Figure 1. Port wiring (run 1).
Scale: 1.5 px per micron.
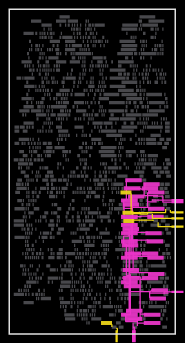
Figure 2. The metal 4 layer (run 1).
Scale: 2 px per micron. Supply wires on this layer in gray.
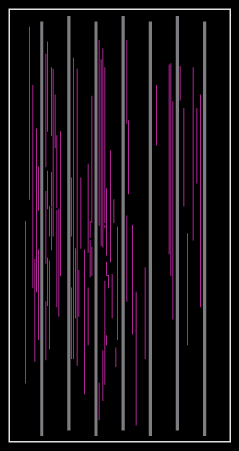
Figure 3. Cell density map (run 1).
Scale: 2 px per micron. The die is cut into 11 by 22 equal tiles; dark blue is low, red is high, 0 to 100% covered.
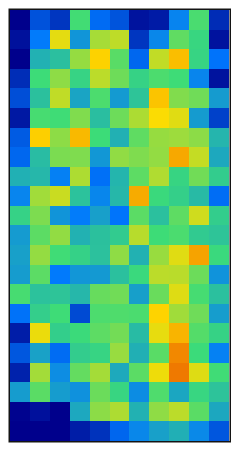
Figure 4. Clock distribution (run 1).
Scale: 2 px per micron.
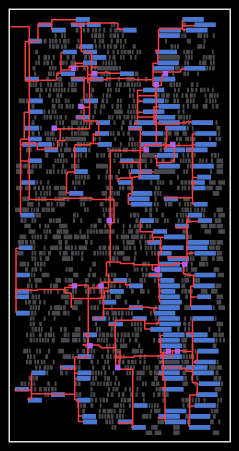
===== src/rtl/proto_tree_walker_if.sv =====
// Port bundle for proto_tree_walker: node-table config, parser events in,
// message-hierarchy state and start/end events out.
interface proto_tree_walker_if #(
  parameter int ID_W      = 5,
  parameter int NUM_NODES = 8,
  parameter int MAX_DEPTH = 4,
  parameter int LEN_W     = 16,
  parameter int NODE_W    = $clog2(NUM_NODES)
);
  localparam int DEPTH_W = $clog2(MAX_DEPTH + 1);

  logic                 cfg_we;
  logic [NODE_W-1:0]    cfg_addr;
  logic                 cfg_valid;
  logic [NODE_W-1:0]    cfg_parent;
  logic [ID_W-1:0]      cfg_field_id;
  logic                 flush;
  logic                 byte_en;
  logic                 tag_valid;
  logic [ID_W-1:0]      tag_id;
  logic [LEN_W-1:0]     tag_len;
  logic [NODE_W-1:0]    cur_node;
  logic [DEPTH_W-1:0]   cur_depth;
  logic                 msg_start;
  logic [NODE_W-1:0]    start_node;
  logic                 msg_end;
  logic [MAX_DEPTH-1:0] end_mask;
  logic                 err_depth;
  logic                 err_overrun;
  logic                 err_cfg;

  modport master (
    output cfg_we, cfg_addr, cfg_valid, cfg_parent, cfg_field_id,
    output flush, byte_en, tag_valid, tag_id, tag_len,
    input  cur_node, cur_depth, msg_start, start_node, msg_end, end_mask,
    input  err_depth, err_overrun, err_cfg
  );

  modport slave (
    input  cfg_we, cfg_addr, cfg_valid, cfg_parent, cfg_field_id,
    input  flush, byte_en, tag_valid, tag_id, tag_len,
    output cur_node, cur_depth, msg_start, start_node, msg_end, end_mask,
    output err_depth, err_overrun, err_cfg
  );
endinterface


===== src/rtl/proto_tree_walker.sv =====
// Tracks protobuf submessage nesting: matches length-delimited tags against a
// programmable node table and pops levels as their payload bytes are consumed.
module proto_tree_walker #(
  parameter int ID_W      = 5,
  parameter int NUM_NODES = 8,
  parameter int MAX_DEPTH = 4,
  parameter int LEN_W     = 16,
  parameter int NODE_W    = $clog2(NUM_NODES)
) (
  input  logic               clk,
  input  logic               rst_n,
  proto_tree_walker_if.slave bus
);
  localparam int DEPTH_W = $clog2(MAX_DEPTH + 1);

  // Entry 0 is the implicit root and has no storage.
  logic                tbl_valid  [1:NUM_NODES-1];
  logic [NODE_W-1:0]   tbl_parent [1:NUM_NODES-1];
  logic [ID_W-1:0]     tbl_id     [1:NUM_NODES-1];
  logic [NODE_W-1:0]   stk_node   [MAX_DEPTH];
  logic [LEN_W-1:0]    stk_rem    [MAX_DEPTH];
  logic [DEPTH_W-1:0]  depth;

  logic                byte_act, tag_act;
  logic [LEN_W-1:0]    rem_dec [MAX_DEPTH];
  logic [DEPTH_W-1:0]  depth_pop, depth_nxt;
  logic [MAX_DEPTH-1:0] pop_mask;
  logic [NODE_W-1:0]   top_node, hit_node, node_nxt;
  logic [LEN_W-1:0]    top_rem;
  logic                hit, tag_hit, zero_len, depth_full, overrun, do_push, cfg_ok, cfg_bad;

  // NOTE: every variable written here gets a default first, so no path leaves
  // one unassigned and no latch is inferred.
  always_comb begin
    byte_act = bus.byte_en && !bus.flush;
    tag_act  = bus.tag_valid && !bus.flush;

    for (int k = 0; k < MAX_DEPTH; k++) begin
      rem_dec[k] = stk_rem[k];
      if (byte_act && DEPTH_W'(k) < depth) rem_dec[k] = stk_rem[k] - 1'b1;
    end

    // Child remaining never exceeds parent, so the exhausted levels are a
    // contiguous run at the top; find its lowest member.
    depth_pop = depth;
    for (int k = MAX_DEPTH - 1; k >= 0; k--)
      if (DEPTH_W'(k) < depth && rem_dec[k] == '0) depth_pop = DEPTH_W'(k);

    pop_mask = '0;
    top_node = '0;
    top_rem  = '0;
    for (int k = 0; k < MAX_DEPTH; k++) begin
      if (DEPTH_W'(k) >= depth_pop && DEPTH_W'(k) < depth) pop_mask[k] = 1'b1;
      if (DEPTH_W'(k + 1) == depth_pop) begin
        top_node = stk_node[k];
        top_rem  = rem_dec[k];
      end
    end

    hit      = 1'b0;
    hit_node = '0;
    for (int i = NUM_NODES - 1; i >= 1; i--)
      if (tbl_valid[i] && tbl_parent[i] == top_node && tbl_id[i] == bus.tag_id) begin
        hit      = 1'b1;
        hit_node = NODE_W'(i);
      end

    tag_hit    = tag_act && hit;
    zero_len   = tag_hit && bus.tag_len == '0;
    depth_full = tag_hit && !zero_len && depth_pop == DEPTH_W'(MAX_DEPTH);
    overrun    = tag_hit && !zero_len && !depth_full && depth_pop != '0 && bus.tag_len > top_rem;
    do_push    = tag_hit && !zero_len && !depth_full && !overrun;
    depth_nxt  = do_push ? depth_pop + 1'b1 : depth_pop;
    node_nxt   = do_push ? hit_node : top_node;

    cfg_ok  = bus.cfg_we && bus.cfg_addr != '0 && depth == '0 && !do_push;
    cfg_bad = bus.cfg_we && bus.cfg_addr != '0 && !cfg_ok;
  end

  assign bus.cur_depth = depth;

  // NOTE: state is updated with non-blocking assignments so every register
  // samples the same pre-edge values regardless of statement order.
  always_ff @(posedge clk) begin
    if (!rst_n) begin
      depth           <= '0;
      bus.cur_node    <= '0;
      bus.msg_start   <= 1'b0;
      bus.start_node  <= '0;
      bus.msg_end     <= 1'b0;
      bus.end_mask    <= '0;
      bus.err_depth   <= 1'b0;
      bus.err_overrun <= 1'b0;
      bus.err_cfg     <= 1'b0;
      for (int i = 1; i < NUM_NODES; i++) tbl_valid[i] <= 1'b0;
    end else begin
      for (int i = 1; i < NUM_NODES; i++)
        if (cfg_ok && NODE_W'(i) == bus.cfg_addr) tbl_valid[i] <= bus.cfg_valid;

      if (bus.flush) begin
        depth           <= '0;
        bus.cur_node    <= '0;
        bus.msg_start   <= 1'b0;
        bus.msg_end     <= 1'b0;
        bus.end_mask    <= '0;
        bus.err_depth   <= 1'b0;
        bus.err_overrun <= 1'b0;
        bus.err_cfg     <= 1'b0;
      end else begin
        depth           <= depth_nxt;
        bus.cur_node    <= node_nxt;
        bus.msg_start   <= do_push || zero_len;
        bus.msg_end     <= (|pop_mask) || zero_len;
        bus.end_mask    <= pop_mask;
        if (do_push || zero_len) bus.start_node <= hit_node;
        bus.err_depth   <= bus.err_depth   || depth_full;
        bus.err_overrun <= bus.err_overrun || overrun;
        bus.err_cfg     <= bus.err_cfg     || cfg_bad;
      end
    end
  end

  // NOTE: table payload and stack contents are qualified by valid bits and
  // depth, so they carry no reset.
  always_ff @(posedge clk) begin
    for (int i = 1; i < NUM_NODES; i++)
      if (cfg_ok && NODE_W'(i) == bus.cfg_addr) begin
        tbl_parent[i] <= bus.cfg_parent;
        tbl_id[i]     <= bus.cfg_field_id;
      end
    for (int k = 0; k < MAX_DEPTH; k++) begin
      stk_rem[k] <= rem_dec[k];
      if (do_push && DEPTH_W'(k) == depth_pop) begin
        stk_node[k] <= hit_node;
        stk_rem[k]  <= bus.tag_len;
      end
    end
  end
endmodule


===== src/flat_wrapper.sv =====
// flat-port wrapper written by rule: the top's interface ports become plain ports
module proto_tree_walker_flat 
#(
  parameter int ID_W      = 5,
  parameter int NUM_NODES = 8,
  parameter int MAX_DEPTH = 4,
  parameter int LEN_W     = 16,
  parameter int NODE_W    = $clog2(NUM_NODES)
)
  (clk, rst_n, bus_cfg_we, bus_cfg_addr, bus_cfg_valid, bus_cfg_parent, bus_cfg_field_id, bus_flush, bus_byte_en, bus_tag_valid, bus_tag_id, bus_tag_len, bus_cur_node, bus_cur_depth, bus_msg_start, bus_start_node, bus_msg_end, bus_end_mask, bus_err_depth, bus_err_overrun, bus_err_cfg);
  proto_tree_walker_if #(.ID_W(ID_W), .NUM_NODES(NUM_NODES), .MAX_DEPTH(MAX_DEPTH), .LEN_W(LEN_W), .NODE_W(NODE_W)) bus_i ();
  input  logic clk;
  input  logic rst_n;
  input wire logic [$bits(bus_i.cfg_we)-1:0] bus_cfg_we;
  input wire logic [$bits(bus_i.cfg_addr)-1:0] bus_cfg_addr;
  input wire logic [$bits(bus_i.cfg_valid)-1:0] bus_cfg_valid;
  input wire logic [$bits(bus_i.cfg_parent)-1:0] bus_cfg_parent;
  input wire logic [$bits(bus_i.cfg_field_id)-1:0] bus_cfg_field_id;
  input wire logic [$bits(bus_i.flush)-1:0] bus_flush;
  input wire logic [$bits(bus_i.byte_en)-1:0] bus_byte_en;
  input wire logic [$bits(bus_i.tag_valid)-1:0] bus_tag_valid;
  input wire logic [$bits(bus_i.tag_id)-1:0] bus_tag_id;
  input wire logic [$bits(bus_i.tag_len)-1:0] bus_tag_len;
  output wire logic [$bits(bus_i.cur_node)-1:0] bus_cur_node;
  output wire logic [$bits(bus_i.cur_depth)-1:0] bus_cur_depth;
  output wire logic [$bits(bus_i.msg_start)-1:0] bus_msg_start;
  output wire logic [$bits(bus_i.start_node)-1:0] bus_start_node;
  output wire logic [$bits(bus_i.msg_end)-1:0] bus_msg_end;
  output wire logic [$bits(bus_i.end_mask)-1:0] bus_end_mask;
  output wire logic [$bits(bus_i.err_depth)-1:0] bus_err_depth;
  output wire logic [$bits(bus_i.err_overrun)-1:0] bus_err_overrun;
  output wire logic [$bits(bus_i.err_cfg)-1:0] bus_err_cfg;
  assign bus_i.cfg_we = bus_cfg_we;
  assign bus_i.cfg_addr = bus_cfg_addr;
  assign bus_i.cfg_valid = bus_cfg_valid;
  assign bus_i.cfg_parent = bus_cfg_parent;
  assign bus_i.cfg_field_id = bus_cfg_field_id;
  assign bus_i.flush = bus_flush;
  assign bus_i.byte_en = bus_byte_en;
  assign bus_i.tag_valid = bus_tag_valid;
  assign bus_i.tag_id = bus_tag_id;
  assign bus_i.tag_len = bus_tag_len;
  assign bus_cur_node = bus_i.cur_node;
  assign bus_cur_depth = bus_i.cur_depth;
  assign bus_msg_start = bus_i.msg_start;
  assign bus_start_node = bus_i.start_node;
  assign bus_msg_end = bus_i.msg_end;
  assign bus_end_mask = bus_i.end_mask;
  assign bus_err_depth = bus_i.err_depth;
  assign bus_err_overrun = bus_i.err_overrun;
  assign bus_err_cfg = bus_i.err_cfg;
  proto_tree_walker #(.ID_W(ID_W), .NUM_NODES(NUM_NODES), .MAX_DEPTH(MAX_DEPTH), .LEN_W(LEN_W), .NODE_W(NODE_W)) u_core (.clk(clk), .rst_n(rst_n), .bus(bus_i));
endmodule

===== config.mk =====
export PLATFORM = sky130hd
export DESIGN_NAME = proto_tree_walker_flat
export DESIGN_NICKNAME = d
export VERILOG_FILES = /design/src/rtl/proto_tree_walker_if.sv /design/src/rtl/proto_tree_walker.sv /design/src/flat_wrapper.sv
export SDC_FILE = /design/constraint.sdc
export NUM_CORES = 1
export LEC_CHECK = 0
export ABC_AREA = 1
export CAP_MARGIN = 30
export CORE_ASPECT_RATIO = 2
export CORE_MARGIN = 2
export CORE_UTILIZATION = 44
export CTS_BUF_LIST = sky130_fd_sc_hd__clkbuf_4
export DETAILED_ROUTE_END_ITERATION = 10
export RECOVER_POWER = 100
export SYNTH_ARGS = -nofsm -noshare
export SYNTH_HDL_FRONTEND = slang
export SYNTH_SLANG_ARGS = --single-unit
export TNS_END_PERCENT = 20

===== constraint.sdc =====
create_clock -name clk -period 17.2 [get_ports clk]
set_input_delay 3.44 -clock clk [delete_from_list [all_inputs] [get_ports clk]]
set_output_delay 3.44 -clock clk [all_outputs]
set_load 0.05 [all_outputs]

==> notes.md, run 1 <==
Quick summary of the implementation run below.

After floorplanning, the core was divided into 77 placement rows. The clock edge transition at the registers on the reported setup and hold paths came out at 0.14 ns. In this run, the clock network consumes 35.7% of the power. The synthesis report lists the most area-consuming cells as sky130_fd_sc_hd__edfxtp_1, sky130_fd_sc_hd__dfxtp_1, sky130_fd_sc_hd__nand2_1. The total power consumption of the routed design is 0.768 mW.

The arrival time reported for the critical path endpoint is 12.06 ns. The cell family contributing the most delay on the critical path is simple AND/OR/NAND/NOR gates. The total of plain and repair buffers excluding clock buffers came out at slightly below 60. The via count of the first global-routing pass was 8948. The tally of filler cells in the layout came out at 2217. Across all setup checks in the final design, the least slack found is between 5 and 6 ns.

The synthesized-area fraction occupied by and/or/nand/nor cells is a little over a third. The adder and majority gate portion of the synthesized area is 2.93%. The most common logic cell in the final layout is sky130_fd_sc_hd__nand2_1.

No sink is reached through more buffers than the 2 on the longest clock path. The maximum clock skew at final layout came out at 0.0198 ns. The signed area change from the synthesized netlist to the final layout is 10.5%. The number of sequential cells came out at 157.

Per the final layout report, the fraction of cells sized above drive strength 1 comes to 4.56%. The buffering overhead is between 5 and 6%. The number of buffer and inverter instances along the worst setup path is 5. The count of buffers from port buffering is 56. STA lists the endpoint of the worst register-to-register path as u_core.stk_node[2][0]. Per the OpenROAD floorplan log, the width of the die is 110 microns.

The overall die area came out at about 0.024 sq mm. Power attributed to the clock group is 0.274 mW. The number of unique standard cell types used by synthesis is 47. The net switching power of the design came out at 0.206 mW. The sink of the worst hold path is u_core.bus.err_cfg. The yosys warning tally came out at 0.

The and-or/or-and share of the synthesized area is a little over a tenth. For the worst reg-to-reg path, the startpoint reported by OpenROAD is u_core.bus.cur_depth[2]. In this run the most critical hold path is launched from u_core.bus.err_cfg.

The achievable frequency came out at roughly 85 MHz. Looking at the critical path, the single cell with the biggest stage delay is sky130_fd_sc_hd__nor2_1. In this run the worst setup path terminates at u_core.stk_node[2][0]. Cell internal power was estimated by the tool at 0.562 mW. Setup repair after global routing left no endpoint under its margin.

STA classifies the critical path endpoint as a register. The clock latency on the worst-skew pair came out at 0.60 ns. Counting stages on the worst path, the most repeated cell is sky130_fd_sc_hd__nand2_1. The headroom to the max-slew limit is -12.0%. In this run the number of cells on the critical path is 29. In this design, the stage delay of the slowest critical-path cell is around 1.2 ns. The routed via count is 9514. The flow ran to the end, but the final reports show violations.

The multi-input logic portion of the cell area came out at 46.1%. The cell total in the yosys stat output is 1410. Summing the areas of all xor and xnor instances in the mapped netlist gives 1.34% of the synthesized area.

The number of detailed-routing iterations run before antenna repair came out at 9. The final timing report lists a max-slew violation count of 22. The max-capacitance violation count is 1. The total number of nets in the final design came out at 1519.

The met3 wire length is 1430 microns. The average vias per placed instance is ~5.4. The post-synthesis sequential area ratio is about 40%. Clock tree synthesis inserted a total of 17 buffers. The number of instances in the placed design came out at 1714. The total global-route track usage is 29.3%. Per the post-synthesis report, the nets total 1472. The largest part of the power goes to sequential cells.

For this run, combinational gates with multiple inputs come to 1037. At the worst endpoint, the required time is ~17 ns. The total power density per cell area is a little over 70 mW/mm^2.

TritonCTS built the clock tree. The pin count of the biggest net entering global routing came out at 34. The routed metal-1 wirelength came out at 11000 microns. The proportion of synthesized area in mux cells is 0%. According to the Yosys statistics, the synthesized design has a chip area of 0.00984 sq mm. Leaving out the clock tree, the finished layout contains an inverter count of 186. The share of synthesized registers carrying an async set or reset came out at 0%.

The clock sink count is 157. The number of cells on the worst reg-to-reg path came out at 27. The initial antenna violation count came out at 1.

The cell resize tally after clock tree synthesis came out at 0. According to the floorplan report, the die height is approximately 220 microns. The portion of synthesized cell area occupied by the leading cell type came out at 22.9%. The most frequently used library cell after synthesis is sky130_fd_sc_hd__nand2_1. Hold is met by 0.461 ns. The final routed DRC violation total is 0.

The final reports fail on max-capacitance violations, max-slew violations. STA classifies the critical path startpoint as an input port. Ranking logic cells in the layout by count gives the top entries sky130_fd_sc_hd__nand2_1, sky130_fd_sc_hd__nor2_1, sky130_fd_sc_hd__inv_1. The estimated wirelength of the detail-placed design is 27500 microns. The transition at the pin with the smallest max-transition slack is 1.67 ns. The number of clock buffers in the layout came out at 19. IR analysis of the VDD net gives a maximum drop of 0.0000441 V. The routability congestion estimate is roughly 1.0.

The static leakage is 4.92 nW. The hold-critical path depth came out at 2.
-- Figure 1 (at the start) --
[magenta] bus_cfg_field_id | bits: 5 | direction: input | edge: 3 right, 2 bottom | end cells: 35 | buffers: 5 | wire: 593 microns
[yellow] bus_end_mask | bits: 4 | direction: output | edge: 3 right, 1 bottom | end cells: 4 | buffers: 4 | wire: 102 microns

-- Figure 2 (at the start) --
wire length on this layer: 3480 microns
longest straight run: 150 microns
nets with wire on the layer: 56
share of all routed wire: 10%

-- Figure 3 (at the start) --
emptiest ninth of the die: bottom left
fullest tile: 86%
nearly empty tiles: 2.9%
tiles over 75% full: 5.0%
post-route core utilization: 49.3%
floorplan-stage core utilization: 44.6%
Core Region: 0.0221 sq mm

-- Figure 4 (at the start) --
[purple] cells driving clock nets | count: 17
[blue] flip-flops | count: 157
[red] clock wires | length: 2040 microns
flops lie: spread over the die
routed clock nets: 18

[run 1: per-layer routing]
layer  vias to the layer above  GRT usage (%)
li1                       4722              -
met1                      4308           26.2
met2                       336           54.5
met3                       148           4.80
met4                         0           24.6
met5                         -              0
[run 1: state kept, by name, indices dropped and copies added, names as in the netlist]
signal	cells
u_core.bus.err_cfg	1
u_core.stk_node	12
u_core.bus.msg_end	1
u_core.bus.err_overrun	1
u_core.bus.start_node	3
u_core.bus.end_mask	4
u_core.stk_rem	64
u_core.tbl_parent	21
u_core.tbl_id	35
u_core.bus.err_depth	1
u_core.bus.cur_depth	3
u_core.tbl_valid	7
u_core.bus.cur_node	3
u_core.bus.msg_start	1
--- run 2 (diff from run 1) ---
- clock period: 17.2 -> 10 ns (I/O delays scaled with it)
Figure 5. Cell density map (run 2).
Scale: 2 px per micron. The die is cut into 11 by 22 equal tiles; dark blue is low, red is high, 0 to 100% covered.
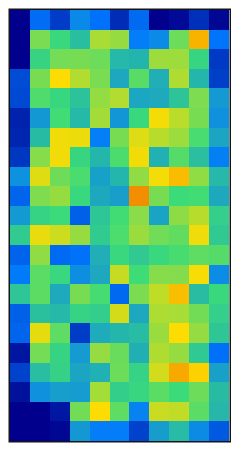
emptiest ninth of the die: bottom left
mean over tiles: 45%
nearly empty tiles: 4.1%
fullest tile: 84%
tiles over 75% full: 2.5%
post-route core utilization: 49.4%

==> run 2 against run 1 <==
  * The flow still finishes with violations (max-capacitance violations, max-slew violations)
  * Critical path depth rose by 1
  * Routed wire length rose by 1.6%
  * Clock power rose by 54%
  * Total power rose by 66%
  * Sequential power rose by 72%
  * Utilization rose by 0.16 points
  * First-iteration DRC count rose by 11%
  * Combinational power rose by 78%
  * Clock skew rose by 0.010 ns
==> notes.md, run 2 <==
Quick summary of the implementation run below.

The flow ran to the end, but the final reports show violations. The checks that failed: max-capacitance violations, max-slew violations. The group drawing the most power is sequential cells.

The overall die width came out at approximately 110 microns. The total power consumption of the routed design is 1.28 mW. In the CTS report, the clock slew at the register clock pins of the worst setup and hold paths is listed as about 0.15 ns.

The total of plain and repair buffers excluding clock buffers came out at between 60 and 70. The number of instances in the placed design is 1719. The headroom to the max-slew limit is -12.8%. The portion of synthesized cell area occupied by the leading cell type came out at 22.9%. The overall die area came out at 0.0236 sq mm.

The clock drives 157 sinks. The part of the total power dissipated in the clock network is 33.1%. The final max-slew violation count came out at 22. The worst-case clock buffer depth is 2.

In the layout the commonest cells are sky130_fd_sc_hd__nand2_1, sky130_fd_sc_hd__nor2_1, sky130_fd_sc_hd__inv_1. TritonCTS built the clock tree. The tally of filler cells in the layout is 2307.

Between clock sinks in the finished design, the worst skew comes to 0.0299 ns. Summed over all nets, the switching power comes to 0.360 mW. Together, buffers and inverters on the worst path number 5. Setup repair after global routing left no endpoint under its margin. Yosys attributes the largest share of cell area to sky130_fd_sc_hd__edfxtp_1, sky130_fd_sc_hd__dfxtp_1, sky130_fd_sc_hd__nand2_1.

The routed metal-1 wirelength is 11100 microns. In the final layout, the registers with the most flip-flops are u_core.stk_rem (64), u_core.tbl_id (35), u_core.tbl_parent (21). The global routing usage on met2 is a little under three fifths.

The worst hold margin is 0.468 ns. The register with the highest flop count is u_core.stk_rem. The launching element type of the critical path is an input port.

The flip-flop count of the largest register, all copies and words added came out at 64. The clock latency on the worst-skew pair came out at 0.61 ns. In the layout the tool counted multi-input logic cells amounting to roughly 1000.

The average vias per placed instance is 5.50. The buffering overhead came out at under 10%. According to the floorplan report, the die height is 215 microns. met1 track demand over resource after global routing is 26.4%. The area of the core is 0.0221 sq mm.

The busiest metal layer after global routing is met2. When the netlist entered floorplanning its net count stood at between 1000 and 1500. Setup slack closes at about 1.1 ns. The multi-input logic portion of the cell area is 46.3%. Relative to the synthesized area, the layout overhead comes to 10.9%. Entering global routing, the biggest net connects 34 pins. Summed over all routing layers, the global router reports a total usage of 30.1%. The number of CTS-inserted buffers is 17. The library cell used most frequently in the layout, excluding fill and tap cells, is sky130_fd_sc_hd__nand2_1. The routability congestion estimate came out at roughly 1.0. The initial utilization of the core area, before any placement, comes to roughly 45%. The share of the Yosys chip area taken by registers is 39.6%. The cell repeated most along the worst path is sky130_fd_sc_hd__nand2_1.

The chip area from the yosys synthesis statistics came out at 0.00984 sq mm. The initial antenna violation count came out at 1. Per the detail_route log, met3 wirelength is around 1400 microns.

The family with the most delay on the worst path is simple AND/OR/NAND/NOR gates. The number of clock buffers in the layout came out at 19. The estimated wirelength of the detail-placed design is roughly 28000 microns. The number of detailed-routing iterations run before antenna repair is 6. The power dissipated in the clock network is 0.422 mW. In the final design database the tool counted 1524 nets. The via count of the first global-routing pass is 9404. The final routed DRC violation total came out at 0. The share of layout cells above drive strength 1 came out at 5.69%. The achievable frequency came out at 112 MHz. The cell resize tally after clock tree synthesis is 0. The timing report gives the biggest stage delay along the critical path as 1.26 ns. The cell total in the yosys stat output came out at 1410. The non-clock inverter instance count of the final layout came out at ~190.

The floorplan has between 70 and 80 rows. The number of maximum-capacitance violations recorded for the run is 1. The timing report shows that the slowest cell on the worst path is sky130_fd_sc_hd__nor2_1.
==> run 2: path summary, 6_finish.rpt <==
check / start / to / cells after the start / slack, ns
setup reg to reg: u_core.bus.cur_depth[2] / u_core.stk_rem[1][6] / 28 / 2.48
hold / removal: u_core.bus.err_cfg / u_core.bus.err_cfg / 2 / 0.47
setup / recovery: bus_flush / u_core.stk_rem[1][6] / 30 / 1.10
hold reg to reg: u_core.bus.err_cfg / u_core.bus.err_cfg / 2 / 0.47
==> run 2: cell families after synthesis <==
family | share of synthesized area [%]
AOI/OAI and AO/OA | 11.0
xor gates and xnor gates | 1.34
adders and majority gates | 2.93
buffers and inverters | 8.95
and+or+nand+nor | 36.2
DFF | 39.6
--- run 3 (diff from run 2) ---
- SKIP_LAST_GASP: default -> 1
Figure 6. Cell density map (run 3).
Scale: 2 px per micron. The die is cut into 11 by 22 equal tiles; dark blue is low, red is high, 0 to 100% covered.
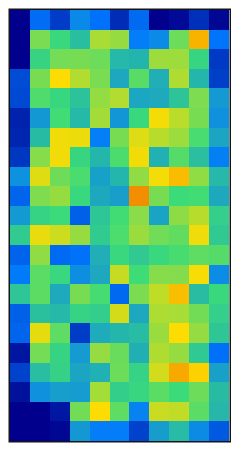
mean over tiles: 45%
emptiest ninth of the die: bottom left
fullest tile: 84%
nearly empty tiles: 4.1%
tiles over 75% full: 2.5%

==> run 3 against run 2 <==
  * Via count is the same
  * Critical path depth is the same
  * Largest cell class unchanged
  * Die size is the same
  * Critical path type unchanged
  * Largest power group unchanged
  * Sequential power is essentially flat
  * The run still ends with max-capacitance violations, max-slew violations left
  * Cell area is the same
==> notes.md, run 3 <==
Quick summary of the implementation run below.

The leakage component of the power was reported as just under 5 nW. The largest registers in the layout are u_core.stk_rem (64), u_core.tbl_id (35), u_core.tbl_parent (21). The yosys warning tally is 0.

The core utilization before placement came out at 44.6%. The total power density per cell area is 117 mW/mm^2. The synthesized-area fraction occupied by and/or/nand/nor cells came out at 36.2%.

Looking at the hold checks, the worst path lands on u_core.bus.err_cfg. The transition at the pin with the smallest max-transition slack is 1.69 ns. The die is 110 microns wide. STA classifies the critical path startpoint as an input port. The number of cells on the critical path is 30. Sequential elements use slightly below 40% of the synthesized area. The proportion of synthesized area in mux cells is 0%. The average vias per placed instance came out at roughly 5.5. Buffers placed on the I/O ports in this run total about 56. After detailed placement, the design holds a cell count of 1719. The pin count of the biggest net entering global routing came out at 34. The max-capacitance violation count came out at 1. Setup repair after global routing left no endpoint under its margin. The clock latency on the worst-skew pair came out at 0.61 ns.

The cell resize tally after clock tree synthesis is 0. Hold analysis shows the worst path with a depth of 2. By area the synthesized netlist is led by sky130_fd_sc_hd__edfxtp_1, sky130_fd_sc_hd__dfxtp_1, sky130_fd_sc_hd__nand2_1. The routed via count is ~9600. Counting only logic cells after layout, the most numerous master is sky130_fd_sc_hd__nand2_1. The overall die area came out at 0.0236 sq mm. For this run the detailed placement stage logged an HPWL of ~28000 microns.

The launch point of the critical path was reported as bus_flush. The headroom to the max-slew limit is -12.8%. The core occupancy in the finished layout is 49.4%. The total number of nets in the final design is 1524. Between the synthesized netlist and the finished layout, the area growth was recorded as 10.9%. The site row count is about 77. Summed over all nets, wire length on met3 after detailed routing comes to 1410 microns. The final max-slew violation count came out at 22. The achievable frequency is 112 MHz. The top logic cell family in the synthesized netlist is simple AND/OR/NAND/NOR gates.

After global routing, the most crowded layer is met2. The clock tree from TritonCTS is yes. Routability-driven placement finished with a final weighted congestion of 1.04. The clock sink count is 157.

STA lists the endpoint of the worst register-to-register path as u_core.stk_rem[1][6]. The met1 track demand over resource is 26.4%. The number of buffers and inverters on the critical path is 5. The met3 track demand over resource in global routing is 5.26%.

The number of unique standard cell types used by synthesis is about 47. The flow ran to the end, but the final reports show violations. The share of synthesized registers carrying an async set or reset came out at 0%. Per STA, the endpoint of the critical path is u_core.stk_rem[1][6].

The cell total in the yosys stat output is 1410. The number of clock buffers added by TritonCTS is 17. The global routing report lists met2 layer usage as 56.2%. The slowest stage of the critical path belongs to the cell sky130_fd_sc_hd__nor2_1.

The category of the worst setup path capture point is a register. The DRC violation total left in the routed layout is recorded as 0. The initial antenna violation count is 1. The timing report gives the clock slew at the launch and capture registers of the worst setup and hold paths as 0.15 ns. The share of layout cells above drive strength 1 is under 10%. The register with the highest flop count is u_core.stk_rem. STA lists the startpoint of the worst hold path as u_core.bus.err_cfg. The cell-mix breakdown from Yosys lists the XOR/XNOR area share as 1.34%.

The checks that failed: max-capacitance violations, max-slew violations. The number of detailed-routing iterations run before antenna repair is 6. The OpenROAD report gives the critical path a required time of 10.49 ns.

The and-or/or-and share of the synthesized area is 11.0%. The longest clock path from root to sink contains 2 buffers. According to the Yosys statistics, the synthesized design has a chip area of 0.00984 sq mm. The minimum setup slack among reg-to-reg paths is approximately 2.5 ns. The via count of the first global-routing pass is 9404.
-- run 3: cell counts after synthesis --
Identical to the previous run, type by type.
-- run 3: power by group --
group	total, mW	switching [mW]	internal [mW]
Clock	0.422	0.241	0.181
Sequential	0.703	0.0137	0.689
Combinational	0.152	0.105	0.0473
Total	1.28	0.360	0.918
-- run 3: final cells by class --
| cell class | count | area [sq um] |
|---|---|---|
| tap | 276 | 345 |
| fill | 2307 | 11200 |
| sequential | 157 | 3890 |
| clock inverter | 13 | 163 |
| multi-input combinational | 1037 | 5050 |
| antenna | 1 | 2.50 |
| clock buffer | 19 | 143 |
| timing repair buffer | 63 | 609 |
| inverter | 186 | 698 |
No activity file was given, so power comes from the tool's default toggle rates.
